[src/rtl/cam_capture_ctrl_if.sv]
// Camera capture bus: sensor byte stream, arming controls and assembled pixel outputs.
interface cam_capture_ctrl_if #(
    parameter int unsigned DW        = 8,
    parameter int unsigned PIX_BYTES = 2,
    parameter int unsigned XW        = 11,
    parameter int unsigned YW        = 10,
    parameter int unsigned FCW       = 32
);
    logic [DW-1:0]           iDATA;
    logic                    iFVAL;
    logic                    iLVAL;
    logic                    iSTART;
    logic                    iEND;
    logic                    iSINGLE;
    logic [PIX_BYTES*DW-1:0] oDATA;
    logic                    oDVAL;
    logic                    oSOF;
    logic                    oEOL;
    logic                    oEOF;
    logic [XW-1:0]           oX_Cont;
    logic [YW-1:0]           oY_Cont;
    logic [FCW-1:0]          oFrame_Cont;
    logic                    oBUSY;
    logic                    oLINE_ERR;
    logic                    oFRAME_ERR;

    modport slave (
        input  iDATA, iFVAL, iLVAL, iSTART, iEND, iSINGLE,
        output oDATA, oDVAL, oSOF, oEOL, oEOF, oX_Cont, oY_Cont,
               oFrame_Cont, oBUSY, oLINE_ERR, oFRAME_ERR
    );

    modport master (
        output iDATA, iFVAL, iLVAL, iSTART, iEND, iSINGLE,
        input  oDATA, oDVAL, oSOF, oEOL, oEOF, oX_Cont, oY_Cont,
               oFrame_Cont, oBUSY, oLINE_ERR, oFRAME_ERR
    );
endinterface

[src/rtl/cam_capture_ctrl.sv]
// Camera-bus capture front end: assembles FVAL/LVAL-qualified bytes into pixels with
// coordinates, frame markers, start/stop/single-shot arming and geometry-error flags.
module cam_capture_ctrl #(
    parameter int unsigned DW        = 8,
    parameter int unsigned PIX_BYTES = 2,
    parameter int unsigned H_ACTIVE  = 640,
    parameter int unsigned V_ACTIVE  = 480,
    parameter int unsigned XW        = 11,
    parameter int unsigned YW        = 10,
    parameter int unsigned FCW       = 32
) (
    input  logic               iCLK,
    input  logic               iRST,
    cam_capture_ctrl_if.slave  bus
);
    localparam int unsigned    PW      = PIX_BYTES * DW;
    localparam int unsigned    PHW     = (PIX_BYTES > 1) ? $clog2(PIX_BYTES) : 1;
    localparam logic [PHW-1:0] PH_LAST = PHW'(PIX_BYTES - 1);
    localparam logic [XW-1:0]  X_MAX   = XW'(H_ACTIVE);
    localparam logic [YW-1:0]  Y_MAX   = YW'(V_ACTIVE);

    typedef enum logic [1:0] {S_IDLE, S_ARMED, S_CAPT} state_t;

    state_t         r_state;
    logic           r_single;
    logic           r_stop;
    logic           r_pfval;
    logic [DW-1:0]  r_ds;
    logic           r_ls;
    logic           r_ls_d;
    logic           r_in_line;
    logic [PHW-1:0] r_ph;
    logic [PW-1:0]  r_asm;
    logic [XW-1:0]  r_x;
    logic [YW-1:0]  r_y;
    logic           r_x_ovf;
    logic           r_y_ovf;
    logic           r_sof_pend;
    logic [PW-1:0]  r_data;
    logic           r_dval;
    logic           r_sof;
    logic           r_eol;
    logic           r_eof;
    logic [XW-1:0]  r_x_cont;
    logic [YW-1:0]  r_y_cont;
    logic [FCW-1:0] r_frame_cnt;
    logic           r_busy;
    logic           r_line_err;
    logic           r_frame_err;

    logic           w_fs;
    logic           w_fe;
    logic           w_capt;
    logic           w_rise;
    logic           w_fall;
    logic           w_byte;
    logic           w_pix;
    logic           w_eol;
    logic           w_in_win;
    logic [PW-1:0]  w_asm_next;

    // VSYNC is high between frames: its falling edge opens a frame, its rising edge closes it
    assign w_fs       = r_pfval & ~bus.iFVAL;
    assign w_fe       = ~r_pfval & bus.iFVAL;
    assign w_capt     = (r_state == S_CAPT);
    assign w_rise     = r_ls & ~r_ls_d;
    assign w_fall     = ~r_ls & r_ls_d;
    // A line only opens on an lS rising edge seen in CAPT; bytes of a line already running are ignored
    assign w_byte     = w_capt & r_ls & (r_in_line | w_rise);
    assign w_pix      = w_byte & (r_ph == PH_LAST);
    assign w_eol      = w_capt & w_fall & (r_x != '0);
    assign w_in_win   = (r_x < X_MAX) & (r_y < Y_MAX);
    assign w_asm_next = (r_asm << DW) | PW'(r_ds);

    always_ff @(posedge iCLK or negedge iRST) begin
        if (!iRST) begin
            r_state     <= S_IDLE;
            r_single    <= 1'b0;
            r_stop      <= 1'b0;
            r_pfval     <= 1'b0;
            r_ds        <= '0;
            r_ls        <= 1'b0;
            r_ls_d      <= 1'b0;
            r_in_line   <= 1'b0;
            r_ph        <= '0;
            r_asm       <= '0;
            r_x         <= '0;
            r_y         <= '0;
            r_x_ovf     <= 1'b0;
            r_y_ovf     <= 1'b0;
            r_sof_pend  <= 1'b0;
            r_data      <= '0;
            r_dval      <= 1'b0;
            r_sof       <= 1'b0;
            r_eol       <= 1'b0;
            r_eof       <= 1'b0;
            r_x_cont    <= '0;
            r_y_cont    <= '0;
            r_frame_cnt <= '0;
            r_busy      <= 1'b0;
            r_line_err  <= 1'b0;
            r_frame_err <= 1'b0;
        end else begin
            r_pfval <= bus.iFVAL;
            r_ds    <= bus.iDATA;
            r_ls    <= bus.iLVAL;
            r_ls_d  <= r_ls;
            r_dval  <= 1'b0;
            r_sof   <= 1'b0;
            r_eol   <= 1'b0;
            r_eof   <= 1'b0;

            if (!r_ls) begin
                r_ph      <= '0;
                r_in_line <= 1'b0;
            end else if (w_byte) begin
                r_in_line <= 1'b1;
                r_asm     <= w_asm_next;
                r_ph      <= (r_ph == PH_LAST) ? '0 : r_ph + PHW'(1);
            end

            // Pixels past the active width are still counted so an over-long line is flagged
            if (w_pix) begin
                if (r_x == X_MAX) r_x_ovf <= 1'b1;
                else              r_x     <= r_x + XW'(1);
                if (w_in_win) begin
                    r_data     <= w_asm_next;
                    r_dval     <= 1'b1;
                    r_x_cont   <= r_x;
                    r_y_cont   <= r_y;
                    r_sof      <= r_sof_pend;
                    r_sof_pend <= 1'b0;
                end
            end

            if (w_eol) begin
                r_eol <= 1'b1;
                if ((r_x != X_MAX) || (r_ph != '0) || r_x_ovf) r_line_err <= 1'b1;
                r_x     <= '0;
                r_x_ovf <= 1'b0;
                if (r_y == Y_MAX) r_y_ovf <= 1'b1;
                else              r_y     <= r_y + YW'(1);
            end

            case (r_state)
                S_IDLE: begin
                    if (bus.iSTART && !bus.iEND) begin
                        r_state  <= S_ARMED;
                        r_single <= bus.iSINGLE;
                        r_busy   <= 1'b1;
                    end
                end
                S_ARMED: begin
                    if (bus.iEND) begin
                        r_state <= S_IDLE;
                        r_stop  <= 1'b0;
                        r_busy  <= 1'b0;
                    end else if (w_fs) begin
                        r_state     <= S_CAPT;
                        r_frame_cnt <= r_frame_cnt + FCW'(1);
                        r_line_err  <= 1'b0;
                        r_x         <= '0;
                        r_y         <= '0;
                        r_x_ovf     <= 1'b0;
                        r_y_ovf     <= 1'b0;
                        r_in_line   <= 1'b0;
                        r_sof_pend  <= 1'b1;
                    end
                end
                S_CAPT: begin
                    // A stop request only takes effect at frame end so frames are never cut short
                    if (bus.iEND) r_stop <= 1'b1;
                    if (w_fe) begin
                        r_eof       <= 1'b1;
                        r_frame_err <= (r_y != Y_MAX) || r_y_ovf;
                        if (r_stop || bus.iEND || r_single) begin
                            r_state <= S_IDLE;
                            r_stop  <= 1'b0;
                            r_busy  <= 1'b0;
                        end else begin
                            r_state <= S_ARMED;
                        end
                    end
                end
                default: begin
                    r_state <= S_IDLE;
                    r_busy  <= 1'b0;
                end
            endcase
        end
    end

    assign bus.oDATA       = r_data;
    assign bus.oDVAL       = r_dval;
    assign bus.oSOF        = r_sof;
    assign bus.oEOL        = r_eol;
    assign bus.oEOF        = r_eof;
    assign bus.oX_Cont     = r_x_cont;
    assign bus.oY_Cont     = r_y_cont;
    assign bus.oFrame_Cont = r_frame_cnt;
    assign bus.oBUSY       = r_busy;
    assign bus.oLINE_ERR   = r_line_err;
    assign bus.oFRAME_ERR  = r_frame_err;
endmodule

[src/flat_wrapper.sv]
// flat-port wrapper written by rule: the top's interface ports become plain ports
module cam_capture_ctrl_flat 
#(
    parameter int unsigned DW        = 8,
    parameter int unsigned PIX_BYTES = 2,
    parameter int unsigned H_ACTIVE  = 640,
    parameter int unsigned V_ACTIVE  = 480,
    parameter int unsigned XW        = 11,
    parameter int unsigned YW        = 10,
    parameter int unsigned FCW       = 32
)
  (iCLK, iRST, bus_iDATA, bus_iFVAL, bus_iLVAL, bus_iSTART, bus_iEND, bus_iSINGLE, bus_oDATA, bus_oDVAL, bus_oSOF, bus_oEOL, bus_oEOF, bus_oX_Cont, bus_oY_Cont, bus_oFrame_Cont, bus_oBUSY, bus_oLINE_ERR, bus_oFRAME_ERR);
  cam_capture_ctrl_if #(.DW(DW), .PIX_BYTES(PIX_BYTES), .XW(XW), .YW(YW), .FCW(FCW)) bus_i ();
  input  logic iCLK;
  input  logic iRST;
  input wire logic [$bits(bus_i.iDATA)-1:0] bus_iDATA;
  input wire logic [$bits(bus_i.iFVAL)-1:0] bus_iFVAL;
  input wire logic [$bits(bus_i.iLVAL)-1:0] bus_iLVAL;
  input wire logic [$bits(bus_i.iSTART)-1:0] bus_iSTART;
  input wire logic [$bits(bus_i.iEND)-1:0] bus_iEND;
  input wire logic [$bits(bus_i.iSINGLE)-1:0] bus_iSINGLE;
  output wire logic [$bits(bus_i.oDATA)-1:0] bus_oDATA;
  output wire logic [$bits(bus_i.oDVAL)-1:0] bus_oDVAL;
  output wire logic [$bits(bus_i.oSOF)-1:0] bus_oSOF;
  output wire logic [$bits(bus_i.oEOL)-1:0] bus_oEOL;
  output wire logic [$bits(bus_i.oEOF)-1:0] bus_oEOF;
  output wire logic [$bits(bus_i.oX_Cont)-1:0] bus_oX_Cont;
  output wire logic [$bits(bus_i.oY_Cont)-1:0] bus_oY_Cont;
  output wire logic [$bits(bus_i.oFrame_Cont)-1:0] bus_oFrame_Cont;
  output wire logic [$bits(bus_i.oBUSY)-1:0] bus_oBUSY;
  output wire logic [$bits(bus_i.oLINE_ERR)-1:0] bus_oLINE_ERR;
  output wire logic [$bits(bus_i.oFRAME_ERR)-1:0] bus_oFRAME_ERR;
  assign bus_i.iDATA = bus_iDATA;
  assign bus_i.iFVAL = bus_iFVAL;
  assign bus_i.iLVAL = bus_iLVAL;
  assign bus_i.iSTART = bus_iSTART;
  assign bus_i.iEND = bus_iEND;
  assign bus_i.iSINGLE = bus_iSINGLE;
  assign bus_oDATA = bus_i.oDATA;
  assign bus_oDVAL = bus_i.oDVAL;
  assign bus_oSOF = bus_i.oSOF;
  assign bus_oEOL = bus_i.oEOL;
  assign bus_oEOF = bus_i.oEOF;
  assign bus_oX_Cont = bus_i.oX_Cont;
  assign bus_oY_Cont = bus_i.oY_Cont;
  assign bus_oFrame_Cont = bus_i.oFrame_Cont;
  assign bus_oBUSY = bus_i.oBUSY;
  assign bus_oLINE_ERR = bus_i.oLINE_ERR;
  assign bus_oFRAME_ERR = bus_i.oFRAME_ERR;
  cam_capture_ctrl #(.DW(DW), .PIX_BYTES(PIX_BYTES), .H_ACTIVE(H_ACTIVE), .V_ACTIVE(V_ACTIVE), .XW(XW), .YW(YW), .FCW(FCW)) u_core (.iCLK(iCLK), .iRST(iRST), .bus(bus_i));
endmodule
[config.mk]
export PLATFORM = sky130hd
export DESIGN_NAME = cam_capture_ctrl_flat
export DESIGN_NICKNAME = d
export VERILOG_FILES = /design/src/rtl/cam_capture_ctrl_if.sv /design/src/rtl/cam_capture_ctrl.sv /design/src/flat_wrapper.sv
export SDC_FILE = /design/constraint.sdc
export NUM_CORES = 1
export LEC_CHECK = 0
export CELL_PAD_IN_SITES_DETAIL_PLACEMENT = 1
export CELL_PAD_IN_SITES_GLOBAL_PLACEMENT = 1
export CORE_MARGIN = 3
export CORE_UTILIZATION = 42
export CTS_BUF_LIST = sky130_fd_sc_hd__clkbuf_4 sky130_fd_sc_hd__clkbuf_8 sky130_fd_sc_hd__clkbuf_16
export CTS_CLUSTER_DIAMETER = 200
export CTS_CLUSTER_SIZE = 16
export DETAILED_ROUTE_END_ITERATION = 10
export GPL_ROUTABILITY_DRIVEN = 1
export PLACE_DENSITY_LB_ADDON = 0.1
export SLEW_MARGIN = 20
export SYNTH_ARGS = -nofsm -noshare
export SYNTH_HDL_FRONTEND = slang
export SYNTH_SLANG_ARGS = --single-unit
[constraint.sdc]
create_clock -name iCLK -period 2.27 [get_ports iCLK]
set_input_delay 0.454 -clock iCLK [delete_from_list [all_inputs] [get_ports iCLK]]
set_output_delay 0.454 -clock iCLK [all_outputs]
set_load 0.05 [all_outputs]
### Routing congestion

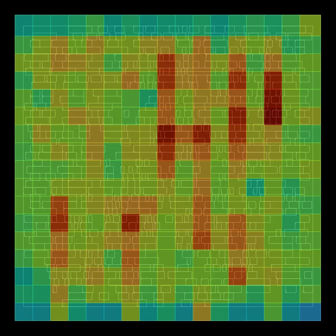
global routing's busiest layer: met2
met3 usage in global routing: 0.06172
WL per Instance: 17.30 um
met2 Track Usage GR: 0.3140
end-of-flow core utilization: 0.5832

### Clock distribution

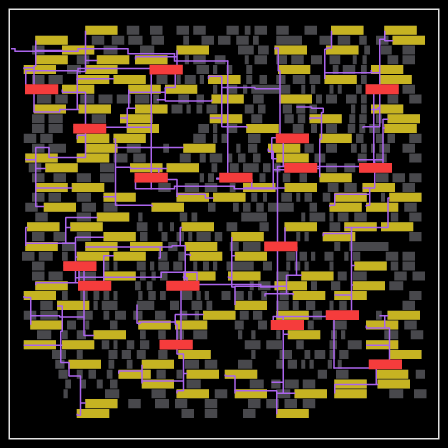
cells driving clock nets: in red, count 17. clock wires: in purple, length 1,660 um. flip-flops: in yellow, count 125.
There are 18 routed clock nets. Position of the flops: widely spread.
clock insertion delay at the later pin of the skew report: 0.42 ns
worst clock skew on the final layout: 0.007483 ns

==> summary.txt <==
Implementation results. The run finished with clean final reports. The capture point of the critical path was reported as bus_oFrame_Cont[6]. The clock net in this run drives a total of 125 sinks.

Hold-check failures listed in the final report amount to 0. Number of instances in the synthesized netlist landed at 441. Worst hold-check slack landed at 0.4660 ns.

Of all flip-flops after synthesis, the portion carrying an async set or reset was 1.000. Depth of the worst hold-timing path landed at 0. Maximum number of pins on one net before global-route repair landed at 39. Required time at the worst-slack endpoint landed at 1.82 ns. In this run the static leakage power is 3.279 nW. Depth of the worst register-to-register path landed at 8. Number of placement rows landed at 40. Detailed-placement wirelength estimate landed at 8636 um. Broken down by cell family, the worst path's largest delay share belongs to buffers and inverters. Per the synthesis report, the simple-gate share of the synthesized area is 0.1558. The final timing report lists a max-slew violation count of 0. Per the final layout report, the fraction of cells sized above drive strength 1 comes to 0.1711. Detailed routing placed a total of 6267 um of wire on met2.

The cell sequence reported for the critical path is clkdlybuf4s50_1. For reference, the post-synthesis area per instance comes to 12.06 um^2. Tracing the worst setup path back leads to its startpoint at u_core.bus.oFrame_Cont[6].

Per the synthesis report, the dominant area consumer among library cells is dfrtp_1. The type recorded for the worst min-delay path is register to register. Total number of nets in the final design landed at 574. Looking at the reg2reg group, the worst path ends at u_core.r_y[8]. By count the netlist is led by dfrtp_1 (125), mux2_2 (34), nand2_1 (33), xor2_1 (21), nor3_1 (18). Count of instantiated cells in the yosys netlist landed at 441. The most used flip-flop cell after synthesis is dfrtp_1. The highest clock rate this design can be run at is 0.4565 GHz. For reference, the top cells by area after synthesis are dfrtp_1 (59%), mux2_2 (7.2%), xor2_1 (3.5%). Per the detail_route report, vias per standard cell equal 5.269. Looking at the critical path, the single cell with the biggest stage delay is clkdlybuf4s50_1.

Overflow left after global routing landed at 0. CTS reports a maximum clock tree buffer depth of 2. During placement, the flow inserted port buffers numbering 90.

Width of the die landed at 118.5 um. Count of library flops with an enable pin landed at 0. After synthesis, the largest family of logic cells by area is simple AND/OR/NAND/NOR gates. Per Yosys stat, the portion of area used by sequential elements is 0.5884. STA classifies the critical path startpoint as a register.

The tool warning count for the run is 28. Post-synthesis share of cell area spent on xor and xnor gates landed at 0.05272. In this run, the number of DRC markers left after iteration 0 of detailed routing was 177.

Looking at the setup timing report, the critical path kind is register to output port. The number of antenna violations at the first check in global routing is 0. Setup repair after global routing left no endpoint under its margin.

Largest voltage drop on the vdd net landed at 0.6587 mV. Yosys synthesis warning count landed at 0. Of the total synthesized cell area, the portion taken by AND-OR and OR-AND cells is 0.06143. Per the detail_route log, met3 wirelength is 578 um. Of the total synthesized cell area, the portion taken by full adders, half adders and majority gates is 0.01177.

Reported max-cap violation count landed at 0. For this design the top-level I/O count stands at 91. dfrtp_1 is the most common cell in the netlist.
### Wiring by layer

Scale bar: 20 um.
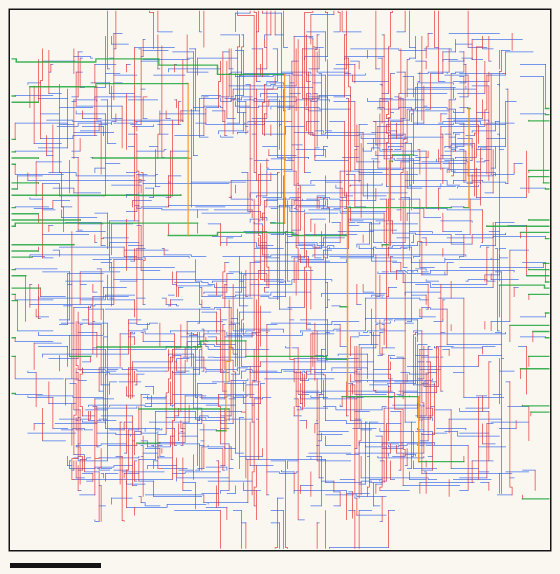
met4: in orange, wire length 183 um. met3: in green, wire length 578 um. met2: in red, wire length 6,270 um. met1: in blue, wire length 5,690 um.
Vias: 3,873
aggregate global-route resource usage: 0.1916
routed wire length: 12,710 um

### Placement density heat map

The die is cut into 12 by 12 equal tiles; dark blue is low, red is high, 0 to 100% covered.
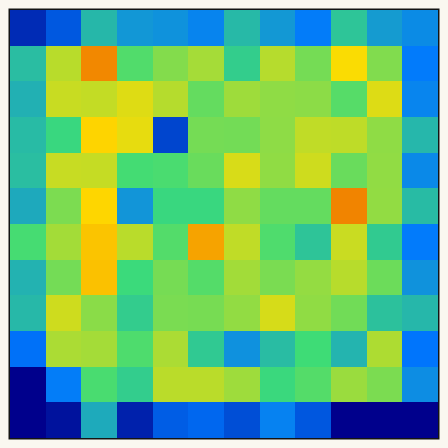
4.9% of the tiles are over 75% full. 3.5% of the tiles are nearly empty. The mean over all tiles is 49%.
share of the core filled by cells before placement: 0.4353
Floorplan Core Area: 12,210 um^2

-- worst reg2reg max path, stage by stage (launching register included) --
cell and delay [ns]:
dfrtp_1 0.40, inv_1 0.07, ha_1 0.18, nor4b_1 0.14, buf_4 0.15, a31o_2 0.24
buf_4 0.18, or4_1 0.49, a21oi_1 0.18
-- repair_timing --
action / CTS / global route
hold endpoints to repair: 29 / 0
hold buffers: 1 / 0
setup endpoints to repair: 0 / 1
gates resized: 0 / 1
-- registers in the layout, summed over array words and instances, names as in the netlist, 2 cells and up --
signal                  flops
u_core.bus.oY_Cont         10
u_core.bus.oDATA           16
u_core.r_y                 10
u_core.r_ds                 8
u_core.r_asm                8
u_core.r_x                 11
u_core.bus.oFrame_Cont     32
u_core.r_state              2
u_core.bus.oX_Cont         11
-- through the flow --
step                      power, mW  setup WS (ns)  instances
after floorplan               3.225         0.2157        441
after global placement        3.574         0.1307        702
after detailed placement      3.619       0.007542        702
after CTS                     6.340        0.03778        735
after global routing          6.558        0.01915        735
final                         6.278        0.07939        735
-- cell usage in the layout (no fill, tap or decap), types with 17 or more instances in the layout --
cell and n:
mux2_2 34, xor2_1 21, clkbuf_16 17, dfrtp_1 125, a21oi_1 17, nor3_1 18
nand2_1 33, buf_4 18, clkdlybuf4s50_1 88
-- report_power, final --
| group | internal, mW | switching [mW] | leakage, nW |
|---|---|---|---|
| sequential | 2.46 | 0.185 | 1.66 |
| combinational | 0.401 | 0.542 | 1.33 |
| clock | 1.72 | 0.976 | 0.287 |
| total | 4.57 | 1.70 | 3.28 |
-- final cells by class --
class                      instances  area, um^2  share of cell area
inverter                          15       56.30            0.007906
multi-input combinational        284        2033              0.2855
sequential                       125        3128              0.4392
tap                              168       210.2             0.02952
clock buffer                      21       480.5             0.06746
timing repair buffer             111        1099              0.1543
clock inverter                    11       115.1             0.01616
Power and IR drop assume default switching activity.
